===== src/rtl/array_41_port_ctrl.sv =====
// Valid/ready request front-end for the array_41_ext 512x48 masked SRAM (RW0 port).
// Optional build macro ARRAY41_CTRL_INIT_EN adds a post-reset sweep writing INIT_VALUE everywhere.
module array_41_port_ctrl #(
  parameter int                DEPTH      = 512,
  parameter int                ADDR_W     = 9,
  parameter int                DATA_W     = 48,
  parameter int                MASK_SEG   = 8,
  parameter int                RESP_DEPTH = 2,
  parameter logic [DATA_W-1:0] INIT_VALUE = '0
) (
  input  logic                clock,
  input  logic                reset,
  input  logic                req_valid,
  output logic                req_ready,
  input  logic                req_write,
  input  logic [ADDR_W-1:0]   req_addr,
  input  logic [MASK_SEG-1:0] req_wmask,
  input  logic [DATA_W-1:0]   req_wdata,
  output logic                resp_valid,
  input  logic                resp_ready,
  output logic [DATA_W-1:0]   resp_data,
  output logic                mem_en,
  output logic                mem_wmode,
  output logic [ADDR_W-1:0]   mem_addr,
  output logic [MASK_SEG-1:0] mem_wmask,
  output logic [DATA_W-1:0]   mem_wdata,
  input  logic [DATA_W-1:0]   mem_rdata,
  output logic                init_done
);

  localparam int CNT_W  = $clog2(RESP_DEPTH + 1);
  localparam int PTR_W  = $clog2(RESP_DEPTH);
  localparam int USED_W = CNT_W + 1;

  typedef enum logic {INIT, RUN} state_t;

  state_t              state, state_nxt;
  logic                accept_p0;
  logic                rd_issue_p0;
  logic                pop;
  logic                credit_ok;
  logic [USED_W-1:0]   used;
  logic                rd_vld_p1;
  logic [CNT_W-1:0]    fifo_cnt;
  logic [PTR_W-1:0]    wr_ptr, rd_ptr;
  logic [DATA_W-1:0]   fifo_mem [RESP_DEPTH];

  function automatic logic [PTR_W-1:0] ptr_inc(input logic [PTR_W-1:0] p);
    return (p == PTR_W'(RESP_DEPTH - 1)) ? '0 : p + 1'b1;
  endfunction

`ifdef ARRAY41_CTRL_INIT_EN
  localparam state_t RST_STATE = INIT;

  logic [ADDR_W-1:0] sweep_cnt;
  logic              sweep_last;

  assign sweep_last = (sweep_cnt == ADDR_W'(DEPTH - 1));

  always_ff @(posedge clock or posedge reset) begin
    if (reset)
      sweep_cnt <= '0;
    else if (state == INIT && !sweep_last)
      sweep_cnt <= sweep_cnt + 1'b1;
  end
`else
  localparam state_t RST_STATE = RUN;

  logic unused_init_cfg;
  assign unused_init_cfg = ^{INIT_VALUE, DEPTH};
`endif

  always_comb begin
    state_nxt = state;
`ifdef ARRAY41_CTRL_INIT_EN
    if (state == INIT && sweep_last)
      state_nxt = RUN;
`endif
  end

  // A pop this cycle frees a slot, which is what lets reads stream at one per cycle.
  assign resp_valid  = (fifo_cnt != '0);
  assign pop         = resp_valid & resp_ready;
  assign used        = USED_W'(fifo_cnt) + USED_W'(rd_vld_p1) - USED_W'(pop);
  assign credit_ok   = (used < USED_W'(RESP_DEPTH));
  assign req_ready   = ~reset & (state == RUN) & (req_write | credit_ok);
  assign accept_p0   = req_valid & req_ready;
  assign rd_issue_p0 = accept_p0 & ~req_write;
  assign init_done   = (state == RUN);
  assign resp_data   = fifo_mem[rd_ptr];

  // ---- p0: request drives the SRAM port directly ----
  always_comb begin
    mem_en    = accept_p0;
    mem_wmode = req_write;
    mem_addr  = req_addr;
    mem_wmask = req_wmask;
    mem_wdata = req_wdata;
`ifdef ARRAY41_CTRL_INIT_EN
    if (state == INIT) begin
      mem_en    = 1'b1;
      mem_wmode = 1'b1;
      mem_addr  = sweep_cnt;
      mem_wmask = '1;
      mem_wdata = INIT_VALUE;
    end
`endif
    if (reset) begin
      mem_en    = 1'b0;
      mem_wmode = 1'b0;
      mem_addr  = '0;
      mem_wmask = '0;
      mem_wdata = '0;
    end
  end

  // ---- p1: SRAM read data arrives and is captured into the response FIFO ----
  always_ff @(posedge clock or posedge reset) begin
    if (reset) begin
      state     <= RST_STATE;
      rd_vld_p1 <= 1'b0;
      fifo_cnt  <= '0;
      wr_ptr    <= '0;
      rd_ptr    <= '0;
    end else begin
      state     <= state_nxt;
      rd_vld_p1 <= rd_issue_p0;
      fifo_cnt  <= fifo_cnt + CNT_W'(rd_vld_p1) - CNT_W'(pop);
      if (rd_vld_p1)
        wr_ptr <= ptr_inc(wr_ptr);
      if (pop)
        rd_ptr <= ptr_inc(rd_ptr);
    end
  end

  always_ff @(posedge clock) begin
    if (rd_vld_p1)
      fifo_mem[wr_ptr] <= mem_rdata;
  end

endmodule

===== config.mk =====
export PLATFORM = sky130hd
export DESIGN_NAME = array_41_port_ctrl
export DESIGN_NICKNAME = d
export VERILOG_FILES = /design/src/rtl/array_41_port_ctrl.sv
export SDC_FILE = /design/constraint.sdc
export NUM_CORES = 1
export LEC_CHECK = 0
export CAP_MARGIN = 20
export CORE_ASPECT_RATIO = 1.75
export CORE_MARGIN = 5
export CORE_UTILIZATION = 42
export CTS_BUF_LIST = sky130_fd_sc_hd__clkbuf_16
export DETAILED_ROUTE_END_ITERATION = 12
export PLACE_DENSITY = 0.95
export RECOVER_POWER = 50
export SLEW_MARGIN = 20
export SYNTH_ARGS = -nofsm -noshare
export SYNTH_HDL_FRONTEND = slang
export SYNTH_SLANG_ARGS = --single-unit

===== constraint.sdc =====
create_clock -name clock -period 6.8 [get_ports clock]
set_clock_uncertainty 0.05 [all_clocks]
set_input_delay 1.02 -clock clock [delete_from_list [all_inputs] [get_ports clock]]
set_output_delay 1.02 -clock clock [all_outputs]
set_load 0.02 [all_outputs]

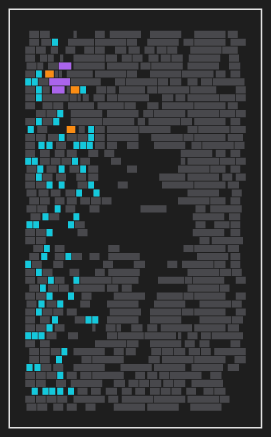
(images/gate_families.png)
- orange: XOR/XNOR gates (cells 3)
- purple: adder and majority cells (cells 3)
- cyan: NOR gates (cells 68; where a column on the left)

==> reports/results.ini <==
[finish]
n_antenna_cell = 1
regArea_mm2 = 0.003012
comb_cells = 131
drive_above_1_share_pct = 13.70
clkCellAreaFrac_pct = 4.598
comb_share_pct = 16.21
num-nonclk-buffers = 236
n_clock_buffer = 9
lay_top_count = clkdlybuf4s50_1
final_cell_area_mm2 = 0.006993
buffer_area_share_pct = 33.58
final-comb-area_mm2 = 0.001134
layout.cells.non_filler = 615
largest_class = flip-flops and latches
seq_area_share_pct = 43.07
nNetsFinal = 605
n_fill_cell = 678

[yosys]
ys_ff = 101
yosysSeqAreaShare_pct = 70.87
ys_area_mm2 = 0.004244
async_flop_share_pct = 4.950
yosys.area_share.simple_pct = 10.79
floorplan.nets = 371
avgSynthCellArea_um2 = 16.98
edf_count = 96
top_cell_area_share_pct = 67.92
yosys.area_share.adder_pct = 1.061
xor_share_pct = 0.6191
syn-cell-area_mm2 = 0.004244
top_logic_kind = multiplexers
ys_warn_count = 0
compound_area_share_pct = 0.5307
synthCells = 250
top_area_cell = edfxtp_1
mux_area_share_pct = 13.62
synth_top_cell_by_count = edfxtp_1
yosys_cells = 250
synthTopCellsByCount = 96 x edfxtp_1, 67 x nor2b_1, 38 x mux2_2
ff_type = edfxtp_1

[die]
fp.dieW_um = 85.99
ios = 236
die_y_um = 143.0
fp_util_pct = 42.83
dieArea_mm2 = 0.01229
rows = 48
core_mm2 = 0.009910
tap-cell-count = 125

[setup_path]
cp-endpoint = req_ready
cp_max_fo = 70
crit_start = reset
startpoint_type = primary input
worst_ep_arrival_time_ps = 3980
rrSetupSlack_ps = 3600
r2r-end = fifo_mem[1][27]
r2r_cells = 1
timing.critical_path.to_type = output port
slowest_delay_ps = 1830
crit_chain = buf_2 > clkbuf_1 > nor2b_1 > o21bai_1 > clkdlybuf4s50_1
worstPathRequired_ps = 5730
path_class = primary input to output port

[worst_hold_path]
hold_class = register to register
min_to = wr_ptr
min_from = wr_ptr

[global_routing]
grt_antenna_before_repair = 3
gr-usage-all-layers_pct = 21.09
grt_pass1_vias = 3210
grt-ovfl-total = 0
grt_pass1_wl_mm = 18.84
grt_max_degree = 71

[clock_tree]
post_cts_resized = 0
cts-hold-fix-buffers = 0
cts_setup_buffers = 0
insertion_delay_ps = 330
cts_made_buffers = 9
ctsRootBufferMaster = clkbuf_16
clkTransAtPathRegs_ps = 60
htree_num_levels = 3
clockBufferDepth = 2

[detailed_routing]
ant_nets = 0
post_drt_via_cell_ratio = 4.876
drtIter0Drc = 88
wl_per_cell_um = 21.03
route.vias.total = 2999
first_pass_iters = 4

[pwr]
power-top-group = registers
vdd_drop_max_uv = 276.3
p_comb_share_pct = 33.9
intPower_w = 0.001453
finalPower_w = 0.002045
pg_clk_w = 0.000536
pg_seq_w = 0.000815
power_frac_clock_pct = 26.2
switching_power_w = 0.0005924
p_per_area_mw_per_mm2 = 292.5
swShare_pct = 28.96
p_comb_w = 0.000694
p_seq_share_pct = 39.9

[place]
gp_congestion = 0.7938
place.port_buffers = 234
hpwl_mm = 10.24
dpl_cell_area_mm2 = 0.006681
placed_cells = 598

[final_timing]
rsz0062_at_grt = no
timing.hold.ws_ps = 436.4
drv_slew = 120
max_freq_mhz = 197.9
post-route-min-period_ps = 5054
worst_slew_pin_slew_ps = 3117
hold_violations = 0
slew_headroom_pct = -107.9
setup_tns_ps = 0

[outcome]
status = finished with violations
violations = capacitance limit, slew limit

[job]
maxCapViolCount = 2

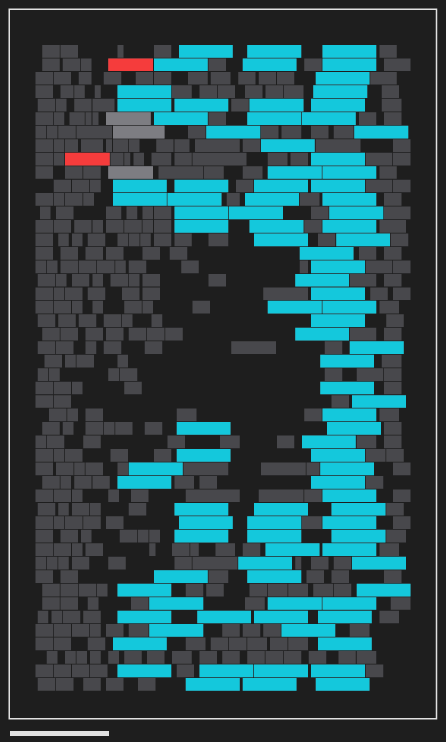
(images/registers.png)
The bar under the picture is 20 µm long.
- cyan: `fifo_mem` (placed flops 96)
- red: `fifo_cnt` (placed flops 2)
- not colored: 3

-- through the flow --
stage / utilization [%] / setup WS (ps)
global route: 70.54 / 1364
CTS: 70.67 / 2042
global placement: 67.40 / 2100
detailed placement: 67.42 / 2078
floorplan: - / 2978
finish: 70.57 / 1746
-- state kept, by name, summed over array words and instances (netlist names) --
register / cells
rd_vld_p1: 1
rd_ptr: 1
fifo_mem: 96
fifo_cnt: 2
wr_ptr: 1
-- layer usage --
metal  global-route usage [%]  up-vias  part of all wire (%)
li1                         -     1365                     -
met1                    26.38     1405                    39
met2                    34.04      207                    47
met3                    8.430       16                    12
met4                    5.505        6                   1.4
met5                        0        -                  0.26
-- worst max-delay path: cells and delay by family --
family | cells | cell delay, ps
buffers and inverters | 3 | 2460
AND-OR/OR-AND | 1 | 280
AND/OR/NAND/NOR | 1 | 200
Power is estimated from default activity; no workload was simulated.
